Figure 1. Register map, names as in the netlist (run 1).
(3 px per um)
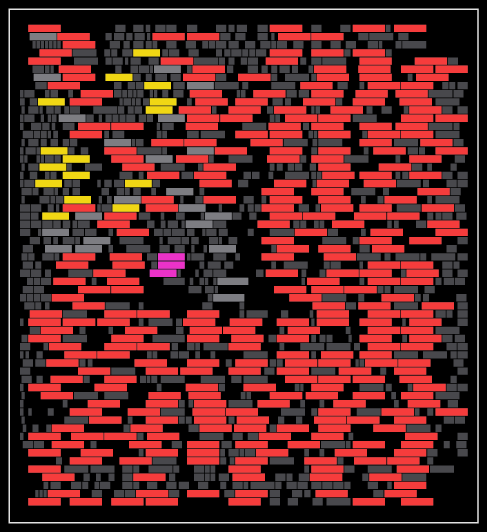
Figure 2. Routed metal, one color a layer (run 1).
(2 px per um) Two of the layers only.
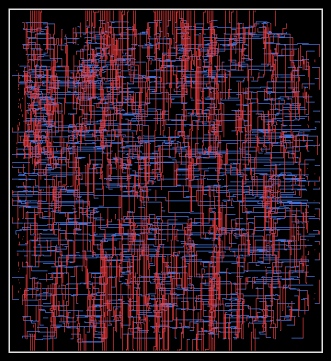
Figure 3. Placement by cell class (run 1).
(1.5 px per um)
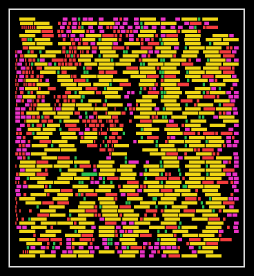
Figure 4. Signal wires on met3 (run 1).
(2 px per um)
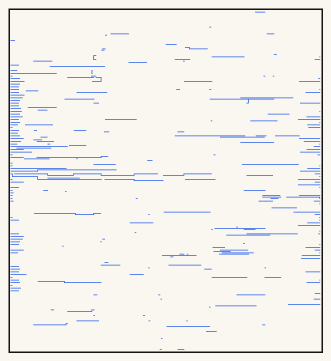
Design instr_fetch, sky130hd; sources not shown.
==> run_results.csv, run 1 <==
group,metric,value,unit
die,floorplan.die_area,0.02658,sq mm
detailed_routing,drt-pass1-iter-count,5,
yosys,ys.flop_type,"sky130_fd_sc_hd__edfxtp_1",
critical_path,cp-start-kind,"register",
timing,timing.clock.skew,0.05882,ns
detailed_routing,drc_errors,0,
yosys,top_cell,"sky130_fd_sc_hd__edfxtp_1",
yosys,yosys-stat-cells,787,
clock_tree,clk_pin_slew,0.11,ns
critical_path,timing.reg2reg.setup_slack,2.43,ns
timing,setup-tns-final,0,ns
timing,fmaxAchievable,218.0,MHz
clock_tree,clock_tree.htree_level_count,3,
die,die_height,170.7,um
global_routing,grt_first_pass_wirelength,45000,um
timing,hold_viol,0,
timing,worst_hold_slack,0.4016,ns
critical_path,critical_path.n_buffers_inverters,2,
critical_path,timing.critical_path.max_delay_family,"flip-flops",
global_routing,total_global_route_track_usage,22.07,%
layout,number_of_flip_flops_in_the_largest_register,316,
yosys,enable_flop_cells,316,
critical_path,critical_path.slowest_cell,"sky130_fd_sc_hd__dfrtp_4",
yosys,synth_top_cell_by_area,"sky130_fd_sc_hd__edfxtp_1",
yosys,yosys.area.top_type_share,65.22,%
yosys,count_of_unique_library_cells_instantiated_by_yosys,41,
detailed_routing,top_layer,"met5",
critical_path,crit_required,4.50,ns
pwr,power.total,7.500,mW
yosys,syn_area_per_cell,18.49,sq um
layout,post_route_cells_drive_above_1_share,22.49,%
placement,dpl_worst_slack,1.798,ns
job,log.warning_count,45,
clock_tree,clock_sink_count,356,
timing,setup_repair_after_global_routing_missed_its_margin,"no",
detailed_routing,drt_iter0_drcs,421,
timing,min_period_over_period,81.47,%
yosys,top_cells_by_area,"sky130_fd_sc_hd__edfxtp_1, sky130_fd_sc_hd__mux4_2, sky130_fd_sc_hd__dfrtp_1, sky130_fd_sc_hd__and2_1, sky130_fd_sc_hd__buf_4",
global_routing,grt_overflow_total,0,
pwr,power-per-cell-area,430.7,mW/mm^2
global_routing,grt_use_met1,27.02,%
timing,timing.slew.headroom,34.34,%
outcome,outcome,"completed",
critical_path,worst_path_class_setup,"reg2out",
yosys,top_cells_by_count,"sky130_fd_sc_hd__edfxtp_1, sky130_fd_sc_hd__and2_1, sky130_fd_sc_hd__mux4_2",
yosys,synth.ff_latch_count,356,
pwr,powerClk,1.53,mW
global_routing,grt_max_degree,63,
yosys,synth_async_sr_flop_share,11.24,%
clock_tree,root_buffer,"sky130_fd_sc_hd__clkbuf_2",
global_routing,most_heavily_used_metal_layer_in_global_routing,"met2",
timing,maxSlewViolCount,0,
placement,number_of_instances_in_the_placed_design,1259,
detailed_routing,wl_met3,1918,um
die,fp_util,60.65,%
critical_path,crit_fanout,60,
pwr,pwr-share-seq,43.6,%
pwr,combPwrFrac,36.1,%
critical_path,end_kind,"output pin",
critical_path,slowest_delay,1.07,ns
pwr,p_switching,2.463,mW
pwr,max_power_group,"sequential cells",
die,die_w,155.7,um
clock_tree,cts-resized-gates,0,
layout,layout_top_cell,"sky130_fd_sc_hd__edfxtp_1",
worst_hold_path,hold_path_class,"in2async",
yosys,synth.cell_area,0.01455,sq mm
pwr,clock_power_share,20.4,%
job,maxCapViolations,0,
yosys,synthCells,787,
placement,gp_routability_congestion,0.7779,
layout,finish.net_count,1147,
detailed_routing,vias_per_cell,5.684,
global_routing,met2_usage,38.21,%
clock_tree,post_cts_buffers,0,
critical_path,worst-endpoint-arrival,3.46,ns
clock_tree,tritoncts,"yes",
pwr,power_leakage,5.904,nW
critical_path,cp_cell_sequence,"buf_4 > mux4_2 > and2_1 > clkdlybuf4s50_1",
yosys,yosys_area,0.01455,sq mm
critical_path,worstSetupPathDepth,4,
detailed_routing,met2_wirelength,14910,um
layout,final_cell_mix,"sky130_fd_sc_hd__edfxtp_1, sky130_fd_sc_hd__clkdlybuf4s50_1, sky130_fd_sc_hd__clkbuf_2",
layout,stdcell_count,1400,
clock_tree,cts_buffer_depth,3,
detailed_routing,drtAntennaViolNets,0,
clock_tree,cts_made_buffers,82,
About Figure 1:
legend:
  `u_buf.mem`:
    color: red
    sequential_cells: 316
    where: all over the die
  `fetch_pc`:
    color: yellow
    sequential_cells: 15
  `u_buf.count`:
    color: magenta
    sequential_cells: 3
fraction of standard cell area that is sequential: 60.29%
total area of sequential cells: 0.01050 sq mm
sequential power: 3.27 mW

About Figure 2:
legend:
  metal 1:
    color: blue
    wire_length: 11000 um
  metal 2:
    color: red
    wire_length: 14900 um
sum of routed wire length over all layers: 28650 um
Routed WL per cell: 20.47 um
via count: 7958

About Figure 3:
legend:
  flops:
    color: yellow
    cells: 356
    share_of_their_area: 62%
  clock drivers and dummy loads:
    color: green
    cells: 140
    share_of_their_area: 4.1%
  combinational and other logic:
    color: red
    cells: 388
    share_of_their_area: 22%
  other buffers and delay cells:
    color: magenta
    cells: 210
    share_of_their_area: 12%
core region area: 0.02399 sq mm
standard-cell rows: 59
Layout Utilization: 72.58%
post-layout instance area: 0.01741 sq mm

About Figure 4:
longest straight run: 39.3 um
wire length on this layer: 1920 um
main direction: horizontal
share of all routed wire: 6.7%
nets with wire on the layer: 177
GR Layer Usage met3: 5.161%

run 1: layout make-up:
cell class / count / area [sq um]
clock buffers: 116 / 580.6
diodes: 1 / 2.502
flip-flops and latches: 356 / 10500
inverters: 9 / 33.78
fillers: 1521 / 6579
multi-input cells: 379 / 3722
well taps: 305 / 381.6
clock inverters: 24 / 122.6
repair buffers: 210 / 2072
run 1: kinds of logic (layout without fill, tap and decap cells):
kind of cell             after synthesis  after routing  synth area share, %
XOR/XNOR                               4              4               0.2408
multiplexers                          95             95                13.46
adder cells (fa/ha/maj)                9              9               0.8256
other                                  1             34              0.02577
AND-OR/OR-AND                         34             34                1.668
AND/OR/NAND/NOR                      204            204                8.462
flip-flops                           356            356                72.10
buffers and inverters                 84            359                3.225
==> inputs of run 2 (changes only) <==
Settings changed: CORE_UTILIZATION 59 to 50.
Clock period 5.63 ns to 4.1 ns, I/O delays scaled along.
Figure 5. Cell placement (run 2).
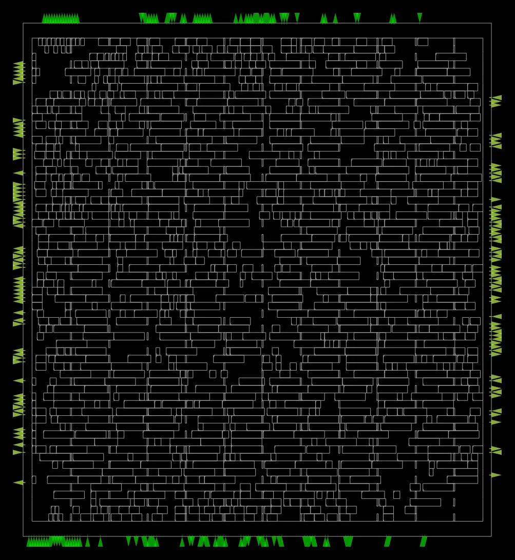
Layout Utilization: 63.08%
standard-cell rows: 64
Layout fillers: 2134

Figure 6. Routed metal, one color a layer (run 2).
(2 px per um) Two of the layers only.
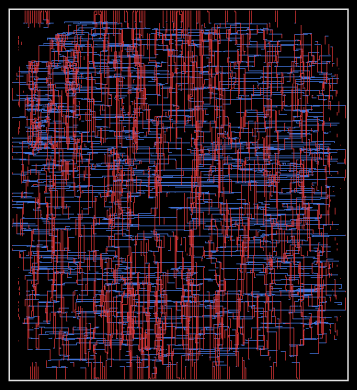
legend:
  metal 2:
    color: red
    wire_length: 15000 um
  metal 1:
    color: blue
    wire_length: 12300 um
Routed WL per cell: 20.13 um
sum of routed wire length over all layers: 29790 um
via count: 7940

==> run 2 against run 1 <==
  * Final area grew 2.4%
  * Largest cell class unchanged
  * First-iteration DRC count grew 9.7%
  * Critical path type unchanged
  * Setup slack lost 0.71 ns
  * Wire length grew 4.0%
  * Clock power grew 39%
  * Sequential share of layout area shrank 1.4 points
  * Highest routed layer unchanged
==> run_results.csv, run 2 <==
group,metric,value,unit
outcome,outcome,"completed",
die,die_w,168.7,um
global_routing,most_heavily_used_metal_layer_in_global_routing,"met2",
clock_tree,clock_tree.htree_level_count,3,
global_routing,met2_usage,31.78,%
pwr,sequentialPower,4.44,mW
layout,n_clock_buffer,115,
timing,min_period_over_period,91.80,%
detailed_routing,drtAntennaViolNets,0,
layout,layout.nonclk_buf_share,13.40,%
layout,post_route_cells_drive_above_1_share,23.79,%
critical_path,crit_fanout,23,
timing,hold_viol,0,
yosys,enable_flop_cells,316,
detailed_routing,vias_per_cell,5.365,
global_routing,total_global_route_track_usage,19.37,%
layout,clock_area_share,4.013,%
yosys,synth-xor-area-share,0.2408,%
detailed_routing,drt_iter0_drcs,462,
yosys,synth_top_cell_by_area,"sky130_fd_sc_hd__edfxtp_1",
clock_tree,root_buffer,"sky130_fd_sc_hd__clkbuf_2",
critical_path,crit_required,3.28,ns
yosys,yosys-stat-cells,787,
critical_path,critical_path.slowest_cell,"sky130_fd_sc_hd__dfrtp_4",
critical_path,slowest_delay,0.59,ns
layout,sh_comb_area,20.94,%
layout,inverters,9,
timing,setup_repair_after_global_routing_missed_its_margin,"yes",
yosys,syn_area_per_cell,18.49,sq um
global_routing,grt_max_degree,42,
clock_tree,cts-resized-gates,3,
yosys,top_cells_by_count,"sky130_fd_sc_hd__edfxtp_1, sky130_fd_sc_hd__and2_1, sky130_fd_sc_hd__mux4_2",
yosys,yosys.area_share.simple,8.462,%
layout,stdcell_count,1480,
yosys,count_of_unique_library_cells_instantiated_by_yosys,41,
job,log.warning_count,47,
layout,dominant_cells,"flip-flops and latches",
pwr,powerClk,2.13,mW
pwr,p_switching,3.488,mW
die,fp_util,51.47,%
yosys,synth_adder_area_share,0.8255,%
global_routing,grt_overflow_total,0,
layout,number_of_flip_flops_in_the_largest_register,316,
Figure 7. Placement by cell class (run 2).
(1.5 px per um)
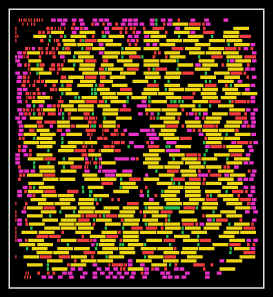
legend:
  clock drivers and dummy loads:
    color: green
    cells: 141
    share_of_their_area: 4.1%
  combinational and other logic:
    color: red
    cells: 389
    share_of_their_area: 22%
  flops:
    color: yellow
    cells: 356
    share_of_their_area: 60%
  other buffers and delay cells:
    color: magenta
    cells: 228
    share_of_their_area: 14%
post-layout instance area: 0.01783 sq mm
fraction of standard cell area that is sequential: 58.87%
core region area: 0.02827 sq mm

## run 2: critical path, delay by kind of cell (launching register included)
kind,cells,cell delay [ns]
and+or+nand+nor,1,0.18
muxes,1,0.55
buffers and inverters,2,0.78
DFF,1,0.59
## run 2: through the flow
step / utilization (%) / hold WS, ns / worst slack (ns) / cell area [sq um]
6_report: 63.08 / 0.4876 / 0.3363 / 17830
5_1_grt: 63.08 / 0.4525 / 0.1636 / 17830
4_1_cts: 62.87 / 0.4147 / 0.1931 / 17770
3_5_place_dp: 60.04 / 0.5073 / 0.8575 / 16970
3_3_place_gp: 60.04 / 0.4967 / 0.8707 / 16970
2_1_floorplan: - / 0.4724 / 0.5688 / 14670
Power and IR drop assume default switching activity.
